### Drive-strength map, run 1

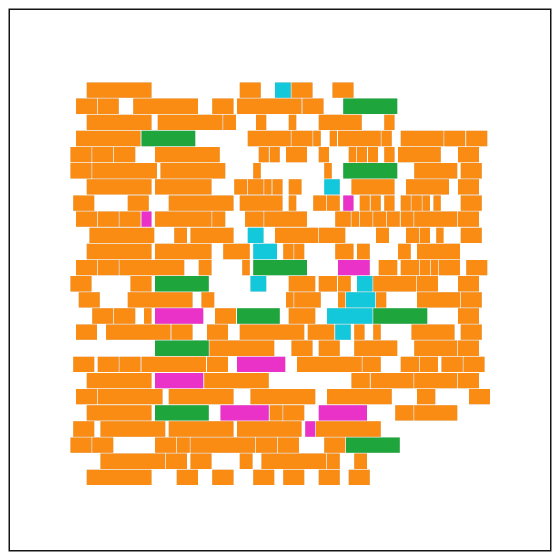
### Placement by cell class, run 1

The bar under the picture is 20 um long. Fill, decap, tap and diode cells in grey.
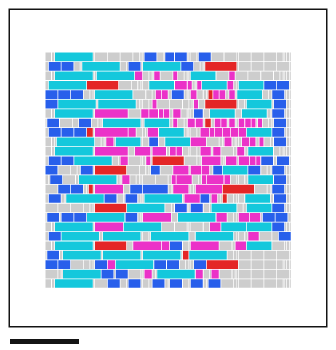
### The metal 2 layer, run 1

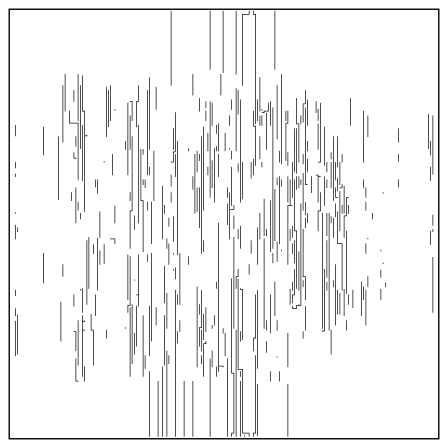
### Logic cells by family, run 1

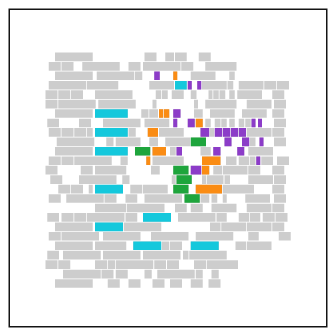
<file path="config.mk">
export PLATFORM = sky130hd
export DESIGN_NAME = nibble_serial_alu_sequencer
export DESIGN_NICKNAME = d
export VERILOG_FILES = /design/src/rtl/nibble_serial_alu_sequencer.sv
export SDC_FILE = /design/constraint.sdc
export NUM_CORES = 1
export LEC_CHECK = 0
export CORE_MARGIN = 10
export CORE_UTILIZATION = 45
export CTS_BUF_LIST = sky130_fd_sc_hd__clkbuf_16
export CTS_CLUSTER_DIAMETER = 80
export CTS_CLUSTER_SIZE = 40
export DETAILED_ROUTE_END_ITERATION = 8
export PLACE_DENSITY = 0.78
export SLEW_MARGIN = 25
export SYNTH_ARGS = -nofsm -noshare
export SYNTH_HDL_FRONTEND = slang
export SYNTH_SLANG_ARGS = --single-unit
</file>
<file path="constraint.sdc">
create_clock -name clk -period 2.9 [get_ports clk]
set_clock_uncertainty 0.1 [all_clocks]
set_input_delay 0.435 -clock clk [delete_from_list [all_inputs] [get_ports clk]]
set_output_delay 0.435 -clock clk [all_outputs]
set_load 0.03 [all_outputs]
</file>
<file path="src/rtl/nibble_serial_alu_sequencer.sv">
// Nibble-serial sequencer for a shared 4-bit add slice.
// Walks WIDTH-bit operands through the external slice one nibble per cycle,
// least-significant nibble first, keeping the inter-nibble carry locally.
module nibble_serial_alu_sequencer #(
  parameter int NIBBLES = 4
) (
  input  logic                 clk,
  input  logic                 rst,
  input  logic                 start,
  input  logic [1:0]           op,
  input  logic                 cin,
  input  logic [4*NIBBLES-1:0] a,
  input  logic [4*NIBBLES-1:0] b,
  output logic                 busy,
  output logic                 done,
  output logic [4*NIBBLES-1:0] result,
  output logic                 cout,
  output logic                 alu_sel0,
  output logic                 alu_sel1,
  output logic [3:0]           alu_a,
  output logic [3:0]           alu_b,
  output logic                 alu_cin,
  input  logic [3:0]           alu_d,
  input  logic                 alu_cout
);

  localparam int WIDTH = 4 * NIBBLES;
  localparam int IW    = (NIBBLES > 1) ? $clog2(NIBBLES) : 1;
  localparam logic [IW-1:0] LAST_IDX = IW'(NIBBLES - 1);

  typedef enum logic [1:0] {IDLE, RUN, DONE} state_t;

  state_t          state;
  logic [IW-1:0]   idx;
  logic            carry;
  logic [WIDTH-1:0] a_l;
  logic [WIDTH-1:0] b_l;
  logic [1:0]      op_l;
  logic            cin_l;
  logic            accept;

  // A request is taken only when no operation is in flight (IDLE or DONE).
  assign accept = start && (state == IDLE || state == DONE);

  assign busy = (state == RUN);
  assign done = (state == DONE);

  // Control FSM plus the result/carry registers it owns; reset clears them all.
  always_ff @(posedge clk) begin
    if (rst) begin
      state  <= IDLE;
      idx    <= '0;
      carry  <= 1'b0;
      result <= '0;
      cout   <= 1'b0;
    end else begin
      case (state)
        IDLE: begin
          if (accept) begin
            idx   <= '0;
            state <= RUN;
          end
        end
        RUN: begin
          result[{idx, 2'b00} +: 4] <= alu_d;
          carry                     <= alu_cout;
          if (idx == LAST_IDX) begin
            cout  <= alu_cout;
            idx   <= '0;
            state <= DONE;
          end else begin
            idx <= idx + 1'b1;
          end
        end
        DONE: begin
          if (accept) begin
            idx   <= '0;
            state <= RUN;
          end else begin
            state <= IDLE;
          end
        end
        default: state <= IDLE;
      endcase
    end
  end

  // Operand capture; later changes on a/b/op/cin cannot disturb a running op.
  always_ff @(posedge clk) begin
    if (!rst && accept) begin
      a_l   <= a;
      b_l   <= b;
      op_l  <= op;
      cin_l <= cin;
    end
  end

  // Slice drive: current nibble and carry in RUN, all zero otherwise.
  always_comb begin
    alu_a    = 4'h0;
    alu_b    = 4'h0;
    alu_cin  = 1'b0;
    alu_sel0 = 1'b0;
    alu_sel1 = 1'b0;
    if (state == RUN) begin
      alu_a    = a_l[{idx, 2'b00} +: 4];
      alu_b    = b_l[{idx, 2'b00} +: 4];
      alu_cin  = (idx == '0) ? cin_l : carry;
      alu_sel0 = op_l[0];
      alu_sel1 = op_l[1];
    end
  end

endmodule

</file>
==> reports/results.txt, run 1 <==
buffer share of cell area - 0.231
family with the most delay on the worst path - buffers and inverters
Floorplan Utilization - 0.471
CTS tree - built
Core ar. - 4820 um^2
CP Buf/Inv Count - 2
Worst setup SP type - flop
Detail Route met2 WL - 2460 um
total track usage - 0.126
DRC - 0
CP Capture Type - output pin
Pleak - 1.19 nW
yosys adder share - 0.0331
XORs/XNORs by Area - 0
top sig layer - met4
r2r endpoint - result[15]
final net count - 286
Power Total - 0.00207 W
Final Util - 0.697
final worst slack - 0.216 ns
Taps Inserted - 67
critical hold path startpoint - result[10]
yosys aoi share - 0.0766
first-pass iteration count of the detailed router - 4
R2R Path Start - idx[1]
clock transition at the registers of the reported paths - 0.05 ns
status - finished clean
Net Switching - 0.000481 W
Iteration-0 DRC Markers - 100
grt met3 use - 0.0667
Placed Cells - 293
Syn Inst Count - 155
yosys simple share - 0.122
Final setup viols - 0
Reg2Reg Depth - 5
Hold Path End - result[10]
Back to the opening pictures, 'Drive-strength map':
drive 1 or less -> orange  # cells 213
drive 6 and up -> green  # cells 10
drive 2 -> magenta  # cells 9
drive 3 to 4 -> cyan  # cells 9
Area Growth Syn to Fin: 47.9%
post-route cell area: 3360 um^2

Back to the opening pictures, 'Placement by cell class':
clock drivers and dummy loads -> red  # cells 15, share of their area 7.7%
all other logic -> magenta  # cells 91, share of their area 23%
other buffers and delay cells -> blue  # cells 78, share of their area 24%
flip-flops -> cyan  # cells 57, share of their area 46%

Back to the opening pictures, 'The metal 2 layer':
main direction = vertical
longest straight run = 31.6 um
total length of routed wires: 5230 um
vias post-DR: 1590
met2 Usage GRT: 0.202

Back to the opening pictures, 'Logic cells by family':
NOR gates -> orange  # cells 10, where middle
multiplexers -> cyan  # cells 9
adder and majority cells -> green  # cells 6, where middle
NAND gates -> purple  # cells 21
final std cells w/o fill: 308
Top cell excl fill/tap: clkdlybuf4s50_1
combinational share of cell area: 0.219

--- run 2 (diff from run 1) ---
--- a/config.mk
+++ b/config.mk
@@ -6,12 +6,13 @@
 export NUM_CORES = 1
 export LEC_CHECK = 0
 export CORE_MARGIN = 10
-export CORE_UTILIZATION = 45
+export CORE_UTILIZATION = 49
 export CTS_BUF_LIST = sky130_fd_sc_hd__clkbuf_16
 export CTS_CLUSTER_DIAMETER = 80
 export CTS_CLUSTER_SIZE = 40
 export DETAILED_ROUTE_END_ITERATION = 8
-export PLACE_DENSITY = 0.78
+export GPL_ROUTABILITY_DRIVEN = 0
+export PLACE_DENSITY = 0.84
 export SLEW_MARGIN = 25
 export SYNTH_ARGS = -nofsm -noshare
 export SYNTH_HDL_FRONTEND = slang
==> constraint.sdc (replaced) <==
create_clock -name clk -period 3.3 [get_ports clk]
set_clock_uncertainty 0.1 [all_clocks]
set_input_delay 0.495 -clock clk [delete_from_list [all_inputs] [get_ports clk]]
set_output_delay 0.495 -clock clk [all_outputs]
set_load 0.03 [all_outputs]
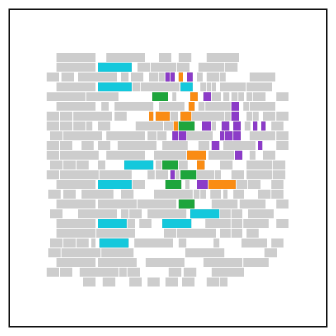
*Logic cells by family, run 2*
adder and majority cells -> green  # cells 6, where middle
NOR gates -> orange  # cells 10
multiplexers -> cyan  # cells 9
NAND gates -> purple  # cells 21
final std cells w/o fill: 292
combinational share of cell area: 0.221

==> reports/results.txt, run 2 <==
status - finished clean (unchanged)
critical hold path startpoint - result[9] (was result[10])
yosys simple share - 0.122 (unchanged)
r2r endpoint - result[12] (was result[15])
Placed Cells - 277 (was 293)
post-route cell area - 3320 um^2 (was 3360 um^2)
DRC - 0 (unchanged)
Reg2Reg Depth - 6 (was 5)
Worst setup SP type - flop (unchanged)
CTS tree - built (unchanged)
Iteration-0 DRC Markers - 101 (was 100)
grt met3 use - 0.0891 (was 0.0667)
final net count - 285 (was 286)
Taps Inserted - 52 (was 67)
Net Switching - 0.000419 W (was 0.000481 W)
total track usage - 0.142 (was 0.126)
Pleak - 1.18 nW (was 1.19 nW)
Power Total - 0.00182 W (was 0.00207 W)
CP Capture Type - output pin (unchanged)
vias post-DR - 1609 (was 1590)
buffer share of cell area - 0.228 (was 0.231)
yosys aoi share - 0.0766 (unchanged)
top sig layer - met4 (unchanged)
Hold Path End - result[9] (was result[10])
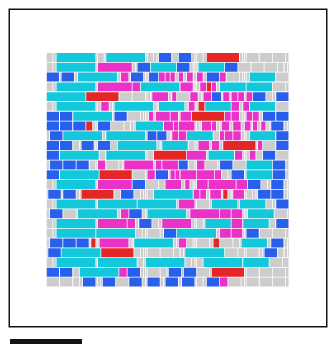
*Placement by cell class, run 2*
The bar under the picture is 20 um long. Fill, decap, tap and diode cells in grey.
clock drivers and dummy loads -> red  # cells 15, share of their area 7.7%
flip-flops -> cyan  # cells 57, share of their area 46%
all other logic -> magenta  # cells 91, share of their area 23%
other buffers and delay cells -> blue  # cells 77, share of their area 23%
Core ar.: 4410 um^2
Final Util: 0.753

Power figures rest on the tool's default switching activity, not on a simulated workload.
